==> config.mk <==
export PLATFORM = sky130hd
export DESIGN_NAME = moving_average2_top_entity
export DESIGN_NICKNAME = d
export VERILOG_FILES = /design/src/rtl/ma_pkg.sv /design/src/rtl/ma_window.sv /design/src/rtl/moving_average2_top_entity.sv
export SDC_FILE = /design/constraint.sdc
export NUM_CORES = 1
export LEC_CHECK = 0
export CORE_UTILIZATION = 55
export DETAILED_ROUTE_END_ITERATION = 8
export GPL_TIMING_DRIVEN = 0
export PLACE_DENSITY = 0.78
export SLEW_MARGIN = 15
export SYNTH_ARGS = -nofsm -noshare
export SYNTH_HDL_FRONTEND = slang
export SYNTH_SLANG_ARGS = --single-unit
==> constraint.sdc <==
create_clock -name system1000 -period 3.9 [get_ports system1000]
set_clock_uncertainty 0.05 [all_clocks]
set_input_delay 0.78 -clock system1000 [delete_from_list [all_inputs] [get_ports system1000]]
set_output_delay 0.78 -clock system1000 [all_outputs]
set_load 0.02 [all_outputs]
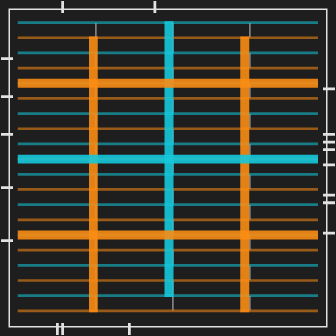
**Above:** power grid.
Pins as bars on the die edge. Tap cells in grey.
Key: VDD = cyan; VSS = orange
18 signal pins sit on the boundary. 31 tap cells. 20 met1 rails follow the rows. 3 straps on met5. The core has 19 rows.
core outline area: 2781 sq um
Max rail drop VDD: 0.5521 mV
Die H: 56.66 um
Die X-Extent: 56.66 um

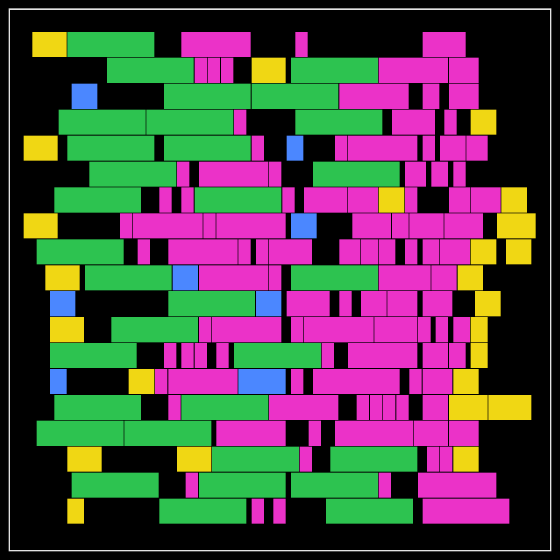
**Above:** cell classes on the final placement.
Key: remaining buffers and delay cells = yellow [cells 24, share of their area 10%]; clock drivers and dummy loads = blue [cells 8, share of their area 3.1%]; combinational and other logic = magenta [cells 105, share of their area 46%]; sequential cells = green [cells 32, share of their area 41%]
Post-Route Utilization: 0.7188
fin area: 1999 sq um

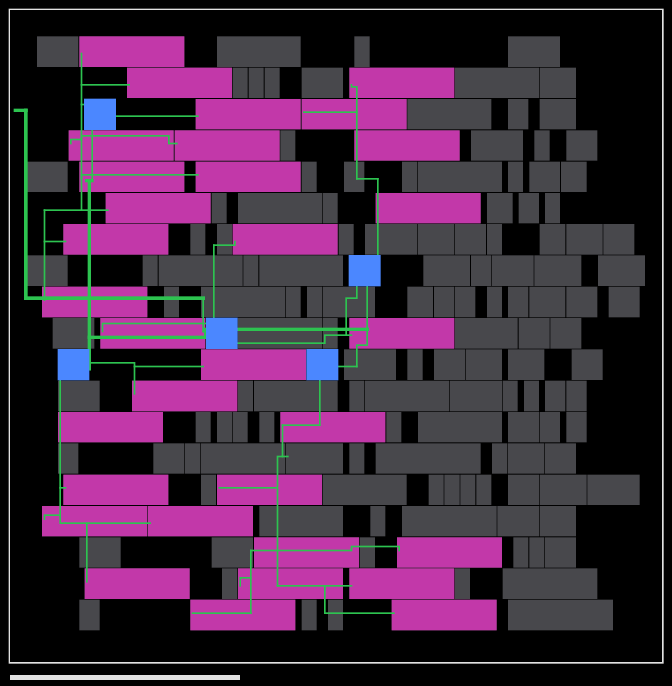
**Above:** clock wires, drivers and flops.
Scale bar: 20 um.
Key: clock wires = green [length 337 um]; flip-flops = magenta [count 32]; clock drivers = blue [count 5]
There are 6 routed clock nets.
clock latency at the later pin of the worst-skew pair: 0.31 ns
clock group share of total power: 0.167
power drawn by the clock network: 188 uW

==> notes.md <==
The run has ended; figures from its reports follow.

For reference, the final report shows the hold violation count at 0. The total nets after synthesis came out at 172. The layout contains a multi-input combinational cell count of 63. The worst min-delay path category is reg2reg. STA classifies the critical path endpoint as an output pin. Setup violations remaining at the end of the flow were counted as 4. The total detailed-routing wirelength came out at 2453 um. The cell family contributing the most delay on the critical path is adder cells. The met3 routing resource usage after global routing is 0.04147. The detailed router reports a met3 wire length of 85 um.

The checks that failed: setup timing. The number of flip-flops and latches is 32. The topmost layer with routed signal wires is met4. The floorplan has 19 rows. The detailed-routed wire length on met2 is 1220 um.

For the worst setup path, the data arrival time is 3.38 ns. The area of all sequential standard cells came out at 800.8 sq um. The run finished, with violations left.

The fraction of final layout cells sized beyond drive strength 1 is 0.2189. The final timing report gives a worst setup slack of -0.3133 ns.
Power figures rest on the tool's default switching activity, not on a simulated workload.
